logic_types.png
Bar = 50 um.
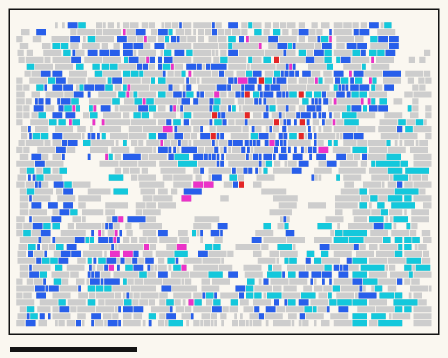
detail.png
Bar = 10 um. Window x 72 to 97, y 26 to 51 um. Cells in gray, sequential cells in the stronger gray; small squares are vias.
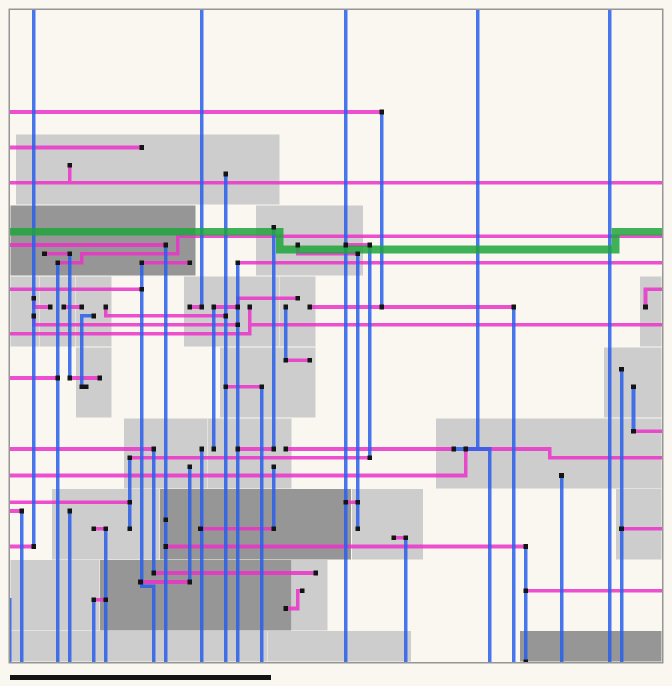
**config.mk**
```make
export PLATFORM = sky130hd
export DESIGN_NAME = mem_stage_flat
export DESIGN_NICKNAME = d
export VERILOG_FILES = /design/src/rtl/mem_pkg.sv /design/src/rtl/mem_stage_if.sv /design/src/rtl/mem_stage_load_align.sv /design/src/rtl/mem_stage.sv /design/src/flat_wrapper.sv
export SDC_FILE = /design/constraint.sdc
export NUM_CORES = 1
export LEC_CHECK = 0
export ABC_AREA = 1
export CORE_ASPECT_RATIO = 0.75
export CORE_MARGIN = 2
export CORE_UTILIZATION = 37
export DETAILED_ROUTE_END_ITERATION = 16
export PLACE_DENSITY = 0.77
export SETUP_SLACK_MARGIN = 0.1
export SYNTH_ARGS = -nofsm -noshare
export SYNTH_HDL_FRONTEND = slang
export SYNTH_SLANG_ARGS = --single-unit
```
**constraint.sdc**
```tcl
create_clock -name clk -period 1.7 [get_ports clk]
set_clock_uncertainty 0.05 [all_clocks]
set_input_delay 0.34 -clock clk [delete_from_list [all_inputs] [get_ports clk]]
set_output_delay 0.34 -clock clk [all_outputs]
set_load 0.05 [all_outputs]
```
**src/rtl/mem_pkg.sv**
```systemverilog
// rtl/mem_pkg.sv - shared types for the memory stage: op codes, FSM states, bypass layout
package mem_pkg;

  typedef enum logic [3:0] {
    MEM_NONE = 4'd0,
    MEM_LB   = 4'd1,
    MEM_LH   = 4'd2,
    MEM_LW   = 4'd3,
    MEM_LBU  = 4'd4,
    MEM_LHU  = 4'd5,
    MEM_SB   = 4'd6,
    MEM_SH   = 4'd7,
    MEM_SW   = 4'd8
  } mem_op_e;

  typedef enum logic [2:0] {
    ST_IDLE  = 3'd0,
    ST_REQ   = 3'd1,
    ST_WAIT  = 3'd2,
    ST_DONE  = 3'd3,
    ST_DRAIN = 3'd4
  } mem_state_e;

  localparam int BYP_DATA_W = 32;
  localparam int BYP_IDX_W  = 5;
  localparam int BYP_W      = BYP_DATA_W + BYP_IDX_W + 1;

  function automatic logic is_load(mem_op_e op);
    return op inside {MEM_LB, MEM_LH, MEM_LW, MEM_LBU, MEM_LHU};
  endfunction

  function automatic logic is_store(mem_op_e op);
    return op inside {MEM_SB, MEM_SH, MEM_SW};
  endfunction

  function automatic logic is_misaligned(mem_op_e op, logic [1:0] lo);
    return ((op inside {MEM_LH, MEM_LHU, MEM_SH}) && lo[0]) ||
           ((op inside {MEM_LW, MEM_SW}) && (lo != 2'b00));
  endfunction

endpackage

```
**src/rtl/mem_stage_if.sv**
```systemverilog
// rtl/mem_stage_if.sv - data-memory request/response port of the memory stage
interface mem_stage_if #(
  parameter int XLEN = 32
);
  logic            dmem_req_valid;
  logic            dmem_req_ready;
  logic            dmem_we;
  logic [XLEN-1:0] dmem_addr;
  logic [XLEN-1:0] dmem_wdata;
  logic [3:0]      dmem_wstrb;
  logic            dmem_rsp_valid;
  logic [XLEN-1:0] dmem_rdata;

  modport master (
    output dmem_req_valid, dmem_we, dmem_addr, dmem_wdata, dmem_wstrb,
    input  dmem_req_ready, dmem_rsp_valid, dmem_rdata
  );

  modport slave (
    input  dmem_req_valid, dmem_we, dmem_addr, dmem_wdata, dmem_wstrb,
    output dmem_req_ready, dmem_rsp_valid, dmem_rdata
  );
endinterface

```
**src/rtl/mem_stage_load_align.sv**
```systemverilog
// rtl/mem_stage_load_align.sv - selects the addressed byte/half of a load word and extends it
module load_align
  import mem_pkg::*;
#(
  parameter int XLEN = 32
) (
  input  logic [XLEN-1:0] rdata,
  input  logic [1:0]      addr,
  input  mem_op_e         op,
  output logic [XLEN-1:0] result
);

  logic [7:0]  byte_sel;
  logic [15:0] half_sel;

  always_comb begin
    byte_sel = rdata[7:0];
    case (addr)
      2'd0: byte_sel = rdata[7:0];
      2'd1: byte_sel = rdata[15:8];
      2'd2: byte_sel = rdata[23:16];
      2'd3: byte_sel = rdata[31:24];
      default: byte_sel = rdata[7:0];
    endcase
    half_sel = addr[1] ? rdata[31:16] : rdata[15:0];
  end

  always_comb begin
    result = rdata;
    case (op)
      MEM_LB:  result = {{(XLEN-8){byte_sel[7]}}, byte_sel};
      MEM_LBU: result = {{(XLEN-8){1'b0}}, byte_sel};
      MEM_LH:  result = {{(XLEN-16){half_sel[15]}}, half_sel};
      MEM_LHU: result = {{(XLEN-16){1'b0}}, half_sel};
      default: result = rdata;
    endcase
  end

endmodule

```
**src/rtl/mem_stage.sv**
```systemverilog
// rtl/mem_stage.sv - single-entry memory pipeline stage between execute and writeback
// Optional misaligned-access trap: MEM_MISALIGN_CHECK_EN
module mem_stage
  import mem_pkg::*;
#(
  parameter int XLEN      = 32,
  parameter int REG_IDX_W = 5
) (
  input  logic                 clk,
  input  logic                 reset,
  input  logic                 excp_flush,
  input  logic                 in_valid,
  output logic                 in_ready,
  input  logic [XLEN-1:0]      in_pc,
  input  logic [XLEN-1:0]      in_result,
  input  logic [XLEN-1:0]      in_store_data,
  input  logic [3:0]           in_mem_op,
  input  logic [REG_IDX_W-1:0] in_wreg_idx,
  input  logic                 in_wreg_en,
  mem_stage_if.master          dmem,
  output logic                 out_valid,
  input  logic                 out_ready,
  output logic [XLEN-1:0]      out_pc,
  output logic [XLEN-1:0]      out_wdata,
  output logic [REG_IDX_W-1:0] out_wreg_idx,
  output logic                 out_wreg_en,
  output logic                 out_excp,
  output logic [XLEN-1:0]      out_badv,
  output logic [BYP_W-1:0]     mem_bypass,
  output logic                 mem_load_busy
);

  mem_state_e           state, state_nxt;
  mem_op_e              op_q;
  mem_op_e              in_op;
  logic [XLEN-1:0]      pc_q, addr_q, sdata_q, wdata_q, align_data;
  logic [REG_IDX_W-1:0] idx_q;
  logic                 wreg_en_q;
  logic                 accept, req_fire, misalign, occupied, byp_en;
  mem_state_e           accept_state;

  assign in_op        = mem_op_e'(in_mem_op);
  assign in_ready     = ~excp_flush & ((state == ST_IDLE) | ((state == ST_DONE) & out_ready));
  assign accept       = in_valid & in_ready;
  assign accept_state = (is_load(in_op) | is_store(in_op)) ? ST_REQ : ST_DONE;
  assign req_fire     = dmem.dmem_req_valid & dmem.dmem_req_ready;

`ifdef MEM_MISALIGN_CHECK_EN
  logic            excp_q;
  logic [XLEN-1:0] badv_q;

  assign misalign = is_misaligned(op_q, addr_q[1:0]);

  always_ff @(posedge clk) begin
    if (reset) begin
      excp_q <= 1'b0;
      badv_q <= '0;
    end else if (accept) begin
      excp_q <= 1'b0;
      badv_q <= '0;
    end else if ((state == ST_REQ) && !excp_flush && misalign) begin
      excp_q <= 1'b1;
      badv_q <= addr_q;
    end
  end

  assign out_excp = excp_q;
  assign out_badv = badv_q;
`else
  assign misalign = 1'b0;
  assign out_excp = 1'b0;
  assign out_badv = '0;
`endif

  always_ff @(posedge clk) begin
    if (reset) state <= ST_IDLE;
    else       state <= state_nxt;
  end

  always_comb begin
    state_nxt = state;
    case (state)
      ST_IDLE:  if (accept) state_nxt = accept_state;
      ST_REQ: begin
        if (excp_flush)    state_nxt = ST_IDLE;
        else if (misalign) state_nxt = ST_DONE;
        else if (req_fire) state_nxt = is_store(op_q) ? ST_DONE : ST_WAIT;
      end
      // A flush racing the response needs no drain: the response is consumed now.
      ST_WAIT: begin
        if (dmem.dmem_rsp_valid) state_nxt = excp_flush ? ST_IDLE : ST_DONE;
        else if (excp_flush)     state_nxt = ST_DRAIN;
      end
      ST_DONE: begin
        if (excp_flush)     state_nxt = ST_IDLE;
        else if (out_ready) state_nxt = accept ? accept_state : ST_IDLE;
      end
      ST_DRAIN: if (dmem.dmem_rsp_valid) state_nxt = ST_IDLE;
      default:  state_nxt = ST_IDLE;
    endcase
  end

  always_ff @(posedge clk) begin
    if (reset) begin
      pc_q      <= '0;
      addr_q    <= '0;
      sdata_q   <= '0;
      wdata_q   <= '0;
      op_q      <= MEM_NONE;
      idx_q     <= '0;
      wreg_en_q <= 1'b0;
    end else if (accept) begin
      pc_q      <= in_pc;
      addr_q    <= in_result;
      sdata_q   <= in_store_data;
      wdata_q   <= in_result;
      op_q      <= in_op;
      idx_q     <= in_wreg_idx;
      wreg_en_q <= in_wreg_en;
    end else if ((state == ST_WAIT) && dmem.dmem_rsp_valid && !excp_flush) begin
      wdata_q   <= align_data;
    end
  end

  load_align #(.XLEN(XLEN)) u_load_align (
    .rdata  (dmem.dmem_rdata),
    .addr   (addr_q[1:0]),
    .op     (op_q),
    .result (align_data)
  );

  assign dmem.dmem_req_valid = (state == ST_REQ) & ~excp_flush & ~misalign;
  assign dmem.dmem_we        = is_store(op_q);
  assign dmem.dmem_addr      = {addr_q[XLEN-1:2], 2'b00};

  always_comb begin
    dmem.dmem_wstrb = 4'b0000;
    dmem.dmem_wdata = sdata_q;
    case (op_q)
      MEM_SB: begin
        dmem.dmem_wstrb = 4'b0001 << addr_q[1:0];
        dmem.dmem_wdata = {(XLEN/8){sdata_q[7:0]}};
      end
      MEM_SH: begin
        dmem.dmem_wstrb = 4'b0011 << {addr_q[1], 1'b0};
        dmem.dmem_wdata = {(XLEN/16){sdata_q[15:0]}};
      end
      MEM_SW:  dmem.dmem_wstrb = 4'b1111;
      default: dmem.dmem_wstrb = 4'b0000;
    endcase
  end

  assign out_valid    = (state == ST_DONE) & ~excp_flush;
  assign out_pc       = pc_q;
  assign out_wdata    = wdata_q;
  assign out_wreg_idx = idx_q;
  assign out_wreg_en  = wreg_en_q & ~is_store(op_q) & ~out_excp;

  // Load data only becomes forwardable once it has been registered in DONE.
  assign occupied      = (state == ST_REQ) | (state == ST_WAIT) | (state == ST_DONE);
  assign byp_en        = occupied & out_wreg_en & (idx_q != '0) &
                         ~(is_load(op_q) & (state != ST_DONE));
  assign mem_bypass    = {wdata_q, idx_q, byp_en};
  assign mem_load_busy = ((state == ST_REQ) | (state == ST_WAIT)) & is_load(op_q) & wreg_en_q;

endmodule

```
**src/flat_wrapper.sv**
```systemverilog
// flat-port wrapper written by rule: the top's interface ports become plain ports
module mem_stage_flat import mem_pkg::*;
#(
  parameter int XLEN      = 32,
  parameter int REG_IDX_W = 5
)
  (clk, reset, excp_flush, in_valid, in_ready, in_pc, in_result, in_store_data, in_mem_op, in_wreg_idx, in_wreg_en, out_valid, out_ready, out_pc, out_wdata, out_wreg_idx, out_wreg_en, out_excp, out_badv, mem_bypass, mem_load_busy, dmem_dmem_req_valid, dmem_dmem_we, dmem_dmem_addr, dmem_dmem_wdata, dmem_dmem_wstrb, dmem_dmem_req_ready, dmem_dmem_rsp_valid, dmem_dmem_rdata);
  mem_stage_if #(.XLEN(XLEN)) dmem_i ();
  input  logic clk;
  input  logic reset;
  input  logic excp_flush;
  input  logic in_valid;
  output logic in_ready;
  input  logic [XLEN-1:0] in_pc;
  input  logic [XLEN-1:0] in_result;
  input  logic [XLEN-1:0] in_store_data;
  input  logic [3:0] in_mem_op;
  input  logic [REG_IDX_W-1:0] in_wreg_idx;
  input  logic in_wreg_en;
  output logic out_valid;
  input  logic out_ready;
  output logic [XLEN-1:0] out_pc;
  output logic [XLEN-1:0] out_wdata;
  output logic [REG_IDX_W-1:0] out_wreg_idx;
  output logic out_wreg_en;
  output logic out_excp;
  output logic [XLEN-1:0] out_badv;
  output logic [BYP_W-1:0] mem_bypass;
  output logic mem_load_busy;
  output wire logic [$bits(dmem_i.dmem_req_valid)-1:0] dmem_dmem_req_valid;
  output wire logic [$bits(dmem_i.dmem_we)-1:0] dmem_dmem_we;
  output wire logic [$bits(dmem_i.dmem_addr)-1:0] dmem_dmem_addr;
  output wire logic [$bits(dmem_i.dmem_wdata)-1:0] dmem_dmem_wdata;
  output wire logic [$bits(dmem_i.dmem_wstrb)-1:0] dmem_dmem_wstrb;
  input wire logic [$bits(dmem_i.dmem_req_ready)-1:0] dmem_dmem_req_ready;
  input wire logic [$bits(dmem_i.dmem_rsp_valid)-1:0] dmem_dmem_rsp_valid;
  input wire logic [$bits(dmem_i.dmem_rdata)-1:0] dmem_dmem_rdata;
  assign dmem_dmem_req_valid = dmem_i.dmem_req_valid;
  assign dmem_dmem_we = dmem_i.dmem_we;
  assign dmem_dmem_addr = dmem_i.dmem_addr;
  assign dmem_dmem_wdata = dmem_i.dmem_wdata;
  assign dmem_dmem_wstrb = dmem_i.dmem_wstrb;
  assign dmem_i.dmem_req_ready = dmem_dmem_req_ready;
  assign dmem_i.dmem_rsp_valid = dmem_dmem_rsp_valid;
  assign dmem_i.dmem_rdata = dmem_dmem_rdata;
  mem_stage #(.XLEN(XLEN), .REG_IDX_W(REG_IDX_W)) u_core (.clk(clk), .reset(reset), .excp_flush(excp_flush), .in_valid(in_valid), .in_ready(in_ready), .in_pc(in_pc), .in_result(in_result), .in_store_data(in_store_data), .in_mem_op(in_mem_op), .in_wreg_idx(in_wreg_idx), .in_wreg_en(in_wreg_en), .dmem(dmem_i), .out_valid(out_valid), .out_ready(out_ready), .out_pc(out_pc), .out_wdata(out_wdata), .out_wreg_idx(out_wreg_idx), .out_wreg_en(out_wreg_en), .out_excp(out_excp), .out_badv(out_badv), .mem_bypass(mem_bypass), .mem_load_busy(mem_load_busy));
endmodule
```
==> reports/results.ini <==
[power_and_ir_drop]
peakVddDrop_mv=0.729
p_per_area_nw_per_um2=1330

[setup_path]
crit_arrival_ns=1.84
crit_path_top_delay_cell=dfxtp_2

[route]
drc_errors=0
wl_met3_um=4320
vias=9672

[clocking]
htree_num_levels=4
hold_buffers=0

[global_routing]
grt_max_degree=53
grt_pass1_wl_um=52600

[sta]
fin_ws_ns=-0.527
setup_viol=172
finalMaxSlewViolations=0
min_period_over_period_pct=131

[placement]
routabilityCongestion=0.950

[hold_path]
holdPathStages=5

[finish]
postLayoutCoreUtil_pct=79.3

[outcome]
violations=setup timing
status=finished with violations

[floorplan]
die_y_um=127

Back to the opening pictures, logic_types.png:
legend:
  nand cells:
    color: blue
    cells: 391
    most_used: nand2_1
    where: spread over the die
  aoi and oai cells:
    color: cyan
    cells: 245
    most_used: a21oi_2
    where: spread over the die
  nor cells:
    color: magenta
    cells: 47
    most_used: nor2_1
  and/or cells:
    color: red
    cells: 11
    most_used: or2_2

Back to the opening pictures, detail.png:
legend:
  metal 3:
    color: green
  metal 1:
    color: magenta
  metal 2:
    color: blue
cells with their middle in the window: 19
sequential cells in the window: 3
most frequent: inv_1 (3), nand2_4 (3), dfxtp_1 (3)

-- logic make-up (layout without fill, tap and decap cells) --
kind of cell | Yosys count | after routing | synth area share [%]
compound gates | 246 | 246 | 17.6
buf+inv | 258 | 600 | 19.8
simple gates | 448 | 449 | 24.8
other cells | 1 | 37 | 0.0502
flops | 141 | 141 | 37.8
-- synth_stat cells, types with 4 or more instances --
master,n
nand2_1,310
dfxtp_1,141
a21oi_1,135
buf_4,116
o21ai_0,84
inv_1,83
nand3_1,68
nor2_1,41
buf_2,32
clkbuf_1,20
o211ai_1,11
or2_2,11
o221ai_1,8
nand2_2,5
nand4_1,5
nor2_2,5
buf_6,4
-- layout make-up --
type,instances,area [sq um]
tap,253,317
antenna,2,5.00
multi-input combinational,730,5670
sequential,141,2840
fill,1093,4040
clock buffer,17,425
clock inverter,15,151
timing repair buffer,483,5750
inverter,85,349
-- flip-flops by register name (all words and copies together), names as in the netlist --
signal               cells
u_core.addr_q           32
u_core.out_pc           32
u_core.out_wdata        32
u_core.sdata_q          32
u_core.out_wreg_idx      5
u_core.op_q              4
u_core.state             3
u_core.wreg_en_q         1
-- worst max-delay path, delay by kind of cell, from the launching register on --
family	cells	cell delay (ns)
buffers and inverters	5	0.60
and+or+nand+nor	3	0.37
DFF	1	0.36
AOI/OAI and AO/OA	1	0.07
-- power breakdown --
part           internal [W]  switching (W)  total, W
sequential          0.00385       0.000616   0.00446
clock               0.00208        0.00173   0.00381
combinational       0.00514        0.00725    0.0124
-- what timing repair did --
action	CTS	global route
resized	458	232
cloned	31	3
pin swaps	125	83
setup buffers	41	19
setup endpoints to repair	163	175
Power is estimated from default activity; no workload was simulated.
